### src/rtl/seq_divider_pkg.sv
// seq_divider_pkg: shared state encoding and default width for the sequential divider
package seq_divider_pkg;
  typedef enum logic [1:0] {IDLE, RUN, DONE} state_e;
  localparam int DIV_WIDTH_DEFAULT = 4;
endpackage

### src/rtl/div_restore_step.sv
// div_restore_step: one restoring-division iteration producing the next remainder and quotient bit
module div_restore_step #(
  parameter int WIDTH = 4
) (
  input  logic [WIDTH:0]   r_i,
  input  logic             bit_i,
  input  logic [WIDTH-1:0] d_i,
  output logic [WIDTH:0]   r_o,
  output logic             q_o
);
  logic [WIDTH:0] shifted, t;
  logic unused_r_msb;
  assign unused_r_msb = r_i[WIDTH];
  assign shifted = {r_i[WIDTH-1:0], bit_i};
  assign t = shifted - {1'b0, d_i};
  // The partial remainder is always below D, so the sign of T decides the bit.
  assign q_o = ~t[WIDTH];
  assign r_o = q_o ? t : shifted;
endmodule

### src/rtl/seq_divider.sv
// seq_divider: multi-cycle unsigned restoring divider, one quotient bit per clock
module seq_divider
  import seq_divider_pkg::*;
#(
  parameter int WIDTH = DIV_WIDTH_DEFAULT
) (
  input  logic             clk,
  input  logic             rst_n,
  input  logic             in_valid,
  output logic             in_ready,
  input  logic [WIDTH-1:0] dividend,
  input  logic [WIDTH-1:0] divisor,
  output logic             out_valid,
  input  logic             out_ready,
  output logic [WIDTH-1:0] quotient,
  output logic [WIDTH-1:0] remainder,
  output logic             div_by_zero
);
  localparam int CW = $clog2(WIDTH + 1);
  state_e state_q;
  logic [WIDTH:0] r_q, r_d;
  logic [WIDTH-1:0] q_q, d_q;
  logic [CW-1:0] cnt_q;
  logic dbz_q, qbit_d;
  div_restore_step #(.WIDTH(WIDTH)) u_step (
    .r_i(r_q),
    .bit_i(q_q[WIDTH-1]),
    .d_i(d_q),
    .r_o(r_d),
    .q_o(qbit_d)
  );
  // Q and R double as the result registers, so a zero divisor loads the result directly.
  always_ff @(posedge clk or negedge rst_n) begin
    if (!rst_n) begin
      state_q <= IDLE;
      r_q     <= '0;
      q_q     <= '0;
      d_q     <= '0;
      cnt_q   <= '0;
      dbz_q   <= 1'b0;
    end else begin
      case (state_q)
        IDLE: if (in_valid) begin
          d_q     <= divisor;
          cnt_q   <= '0;
          dbz_q   <= divisor == '0;
          q_q     <= divisor == '0 ? '1 : dividend;
          r_q     <= divisor == '0 ? {1'b0, dividend} : '0;
          state_q <= divisor == '0 ? DONE : RUN;
        end
        RUN: begin
          r_q   <= r_d;
          q_q   <= {q_q[WIDTH-2:0], qbit_d};
          cnt_q <= cnt_q + 1'b1;
          if (cnt_q == CW'(WIDTH - 1)) state_q <= DONE;
        end
        DONE: if (out_ready) state_q <= IDLE;
        default: state_q <= IDLE;
      endcase
    end
  end
  assign in_ready    = state_q == IDLE;
  assign out_valid   = state_q == DONE;
  assign quotient    = q_q;
  assign remainder   = r_q[WIDTH-1:0];
  assign div_by_zero = dbz_q;
endmodule

### config.mk
export PLATFORM = sky130hd
export DESIGN_NAME = seq_divider
export DESIGN_NICKNAME = d
export VERILOG_FILES = /design/src/rtl/seq_divider_pkg.sv /design/src/rtl/div_restore_step.sv /design/src/rtl/seq_divider.sv
export SDC_FILE = /design/constraint.sdc
export NUM_CORES = 1
export LEC_CHECK = 0
export ABC_AREA = 1
export CAP_MARGIN = 10
export CORE_AREA = 3 3 42 71
export CTS_BUF_LIST = sky130_fd_sc_hd__clkbuf_8
export CTS_CLUSTER_SIZE = 40
export DETAILED_ROUTE_END_ITERATION = 10
export DIE_AREA = 0 0 45 74
export PLACE_DENSITY_LB_ADDON = 0.05
export SYNTH_ARGS = -nofsm -noshare
export SYNTH_HDL_FRONTEND = slang
export SYNTH_HIERARCHICAL = 1
export SYNTH_SLANG_ARGS = --single-unit
### constraint.sdc
create_clock -name clk -period 4.65 [get_ports clk]
set_input_delay 0.93 -clock clk [delete_from_list [all_inputs] [get_ports clk]]
set_output_delay 0.93 -clock clk [all_outputs]
set_load 0.005 [all_outputs]
Fig. 1: routed clock nets over the placement
The bar under the picture is 10 um long.
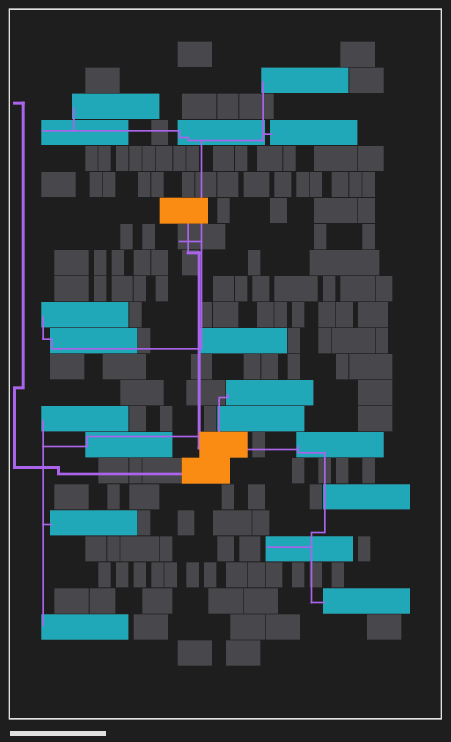
[clock wires] purple | length: 255 um
[flip-flops] cyan | count: 18
[clock-net drivers] orange | count: 3
routed clock nets: 4
flops lie: spread over the die
final clock skew: 0.00172 ns
clock group share of total power: 12.1%
insertion delay to the later sink of the worst-skew pair: 0.25 ns

Fig. 2: sizing map
The bar under the picture is 10 um long.
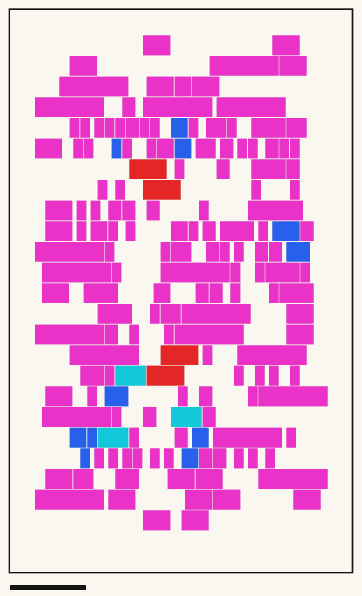
[x2] blue | cells: 11
[x3 and x4] cyan | cells: 3
[x6 and larger] red | cells: 4
[x1 and smaller] magenta | cells: 148
design area: 0.00142 mm2
setup slack after layout: 2.18 ns
P&R area growth vs syn: 21.4%
number of buffers other than clock buffers in the final layout: 22

Fig. 3: where the registers sit
Other sequential cells in the stronger grey, the rest of the logic in the fainter grey.
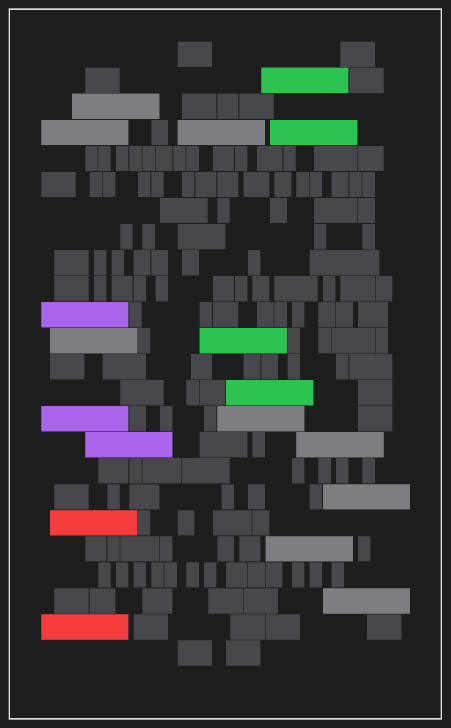
[r_q] green | flops: 4
[cnt_q] purple | flops: 3
[state_q] red | flops: 2
not coloured: 9

Fig. 4: the clock network
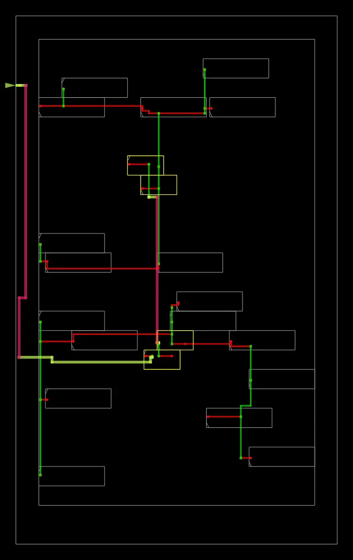
Seq cells: 18
clock buffer count in the final layout: 4
CTS Buf Count: 3
sinks on the clock net: 18
Clock group: 127 uW

-- per-layer routing --
metal  vias up  wire (um)  global-route usage, %
li1        510          -                      -
met1       442        999                   20.5
met2        11       1300                   31.5
met3         4         51                   2.91
met4         0         59                   10.7
met5         -          0                      0
-- final timing paths --
path	endpoint	slack, ns	cells after the start
min reg2reg	d_q[2]$_DFFE_PN0P_	0.47	2
min in group asynchronous	d_q[3]$_DFFE_PN0P_	1.15	1
max reg2reg	r_q[2]$_DFFE_PN0P_	2.31	13
min	d_q[2]$_DFFE_PN0P_	0.47	2
max in group asynchronous	state_q[1]$_DFFE_PN0P_	2.99	1
max	in_ready	2.18	2
-- placed cells by master (no fill, tap or decap), drive strengths merged, types with 3 or more instances in the layout --
| master | instances |
|---|---|
| a21boi | 4 |
| a21oi | 3 |
| clkbuf | 4 |
| clkdlybuf4s50 | 22 |
| dfrtp | 18 |
| ha | 7 |
| inv | 18 |
| nand2 | 50 |
| nand3 | 13 |
| nand4 | 4 |
| nor2 | 7 |
| o21ai | 10 |
-- worst max-delay path, stage by stage (launching register included) --
cell             delay [ns]
dfrtp_1                0.48
nor2_4                 0.26
clkdlybuf4s50_1        0.55
-- power by group --
part	leakage [nW]	switching (mW)	total, mW	internal, mW
registers	0.223	0.0690	0.299	0.230
logic	0.459	0.337	0.619	0.282
clock network	0.0288	0.0516	0.127	0.0752
total	0.711	0.458	1.05	0.588
-- state kept, by name, indices dropped and copies added, names as in the netlist --
register	flops
quotient	4
div_by_zero	1
d_q	4
r_q	4
state_q	2
cnt_q	3
-- stage by stage --
stage	hold slack, ns	cell area (um2)	power [mW]
2_1_floorplan	0.442	1170	0.762
3_3_place_gp	0.462	1360	0.916
3_5_place_dp	0.467	1360	0.927
4_1_cts	0.485	1420	1.06
5_1_grt	0.519	1420	1.18
6_report	0.474	1420	1.05
==> notes.md <==
Reports from this run.

- The antenna violation net count after detailed routing is 0.
- The power per unit of standard cell area is 737 mW/mm2.
- The element type at the critical path start reads a flip-flop.
- The first global-routing pass estimated 4510 um of wire.
- The final-layout fill cell count is 256.
- The total number of nets in the final design reads 187.
- The layout cell share with drive strength beyond 1 is 10.8%.
- CTS reports a maximum clock tree buffer depth of 2.
- The data required time reported for the critical path is 3.72 ns.
- The initial utilization of the core area, before any placement, comes to 46.3%.
- The number of violations of the max-capacitance limit reads 0.
- The logic area is 593 um2.
- The number of antenna violations at the first check in global routing is 0.
- STA on the placed design reports a worst setup slack of 2.24 ns.
- The startpoint of the worst register-to-register path reads quotient[3]$_DFFE_PN0P_.
- The fraction of area in multi-input gates reads 41.8%.
- Across the whole layout, storage elements make up 31.7% of the cell area.
- The port buffer count reads 22.
- The number of warnings printed during yosys synthesis is 6.
- The non-clock buffer contribution to total cell area is 15.5%.
- The largest cell class by area is multi-input combinational cells.
- In this run the full chip footprint comes out at approximately 0.0033 mm2.
- The clock edge transition at the registers on the reported setup and hold paths is 0.07 ns.
- The post-route clock period utilization reads 53.1%.
- The total inserted antenna cells is 0.
- The cell count after synthesis reads about 150.
- The final setup TNS reads 0 ns.
- The tightest min-delay check is of the flip-flop to flip-flop type.
- The number of global-route vias before repair reads between 1000 and 1500.
- The maximum operating frequency is just over 400 MHz.
- The number of non-filler instances in the completed layout is 192.
- The launch point of the worst hold path is d_q[2]$_DFFE_PN0P_.
- The utilization after layout reads 56.3%.
- The run finished with clean final reports.
- After clock tree synthesis, the repair step resized 0 gates.
- The critical path is of the flip-flop to output port type.
- The aggregate global routing overflow reads 0.
- The well tap count reads 26.
- The highest net fanout along the worst path is 9.
- The H-tree depth reported by CTS reads 1.
- The peak supply drop is 0.326 mV.
- The detailed-routing iteration count for the pre-antenna-repair pass reads 4.
- The top-level port count is 23.
- The non-clock inverter total of the final layout is 18.
- The clock root buffer master reads clkbuf_8.
- The area taken by sequential standard cells is reported as roughly 450 um2.
- The placed instance count reads approximately 190.
- The worst path needs 2.47 ns of the cycle, external delays included.
- For reference, the placement row count at floorplan is 24.
- The pin count of the biggest net entering global routing is 19.
- Per STA, the startpoint of the critical path is state_q[0]$_DFFE_PN0P_.
- The width of the chip is 45 um.
- The net count entering floorplan reads 167.
- The die height is 74 um.
- For this design, the CTS-stage hold fixing added 0 buffers.
- The reported leakage power reads 0.711 nW.
- The total number of warnings across the stage logs reads 27.
- Pins over their slew limit in the final report were tallied at 0.
- The TritonCTS clock tree is done.
- The global placement routability congestion reads 0.748.
- The total routing resource utilization after global routing is between 15 and 20%.
- The setup-violating endpoint count in the final report is 0.
- The number of multi-input combinational cells reads between 100 and 150.
- For reference, the post-synthesis area per instance comes to 7.95 um2.
- The headroom to the max-slew limit reads roughly 45%.
- The number of vias per cell is between 5 and 6.
- The count of vias placed by the detailed router reads just under 1000.
- The final timing report lists a hold violation count of 0.
- The area of the mapped netlist is 0.00117 mm2.
- The post-detailed-routing wire length reads 2410 um.
- The share of final layout cell area taken by clock buffers and inverters reads 3.88%.
- The total setup buffers inserted after CTS reads 0.
- The endpoint arrival time on the critical path is 1.54 ns.
- The slew at the pin with the worst max-slew slack is 0.821 ns.
- The total core area reads 0.00252 mm2.
- The half-perimeter wire length of the detailed placement result reads 1920 um.
- The violation count after the first detailed-route iteration reads 17.
- Setup repair after global routing left no endpoint under its margin.
- The number of remaining DRC errors is 0.
- The per-cell routed wire length is 12.5 um.
- The nature of the critical path endpoint is an output port.
Power figures rest on the tool's default switching activity, not on a simulated workload.
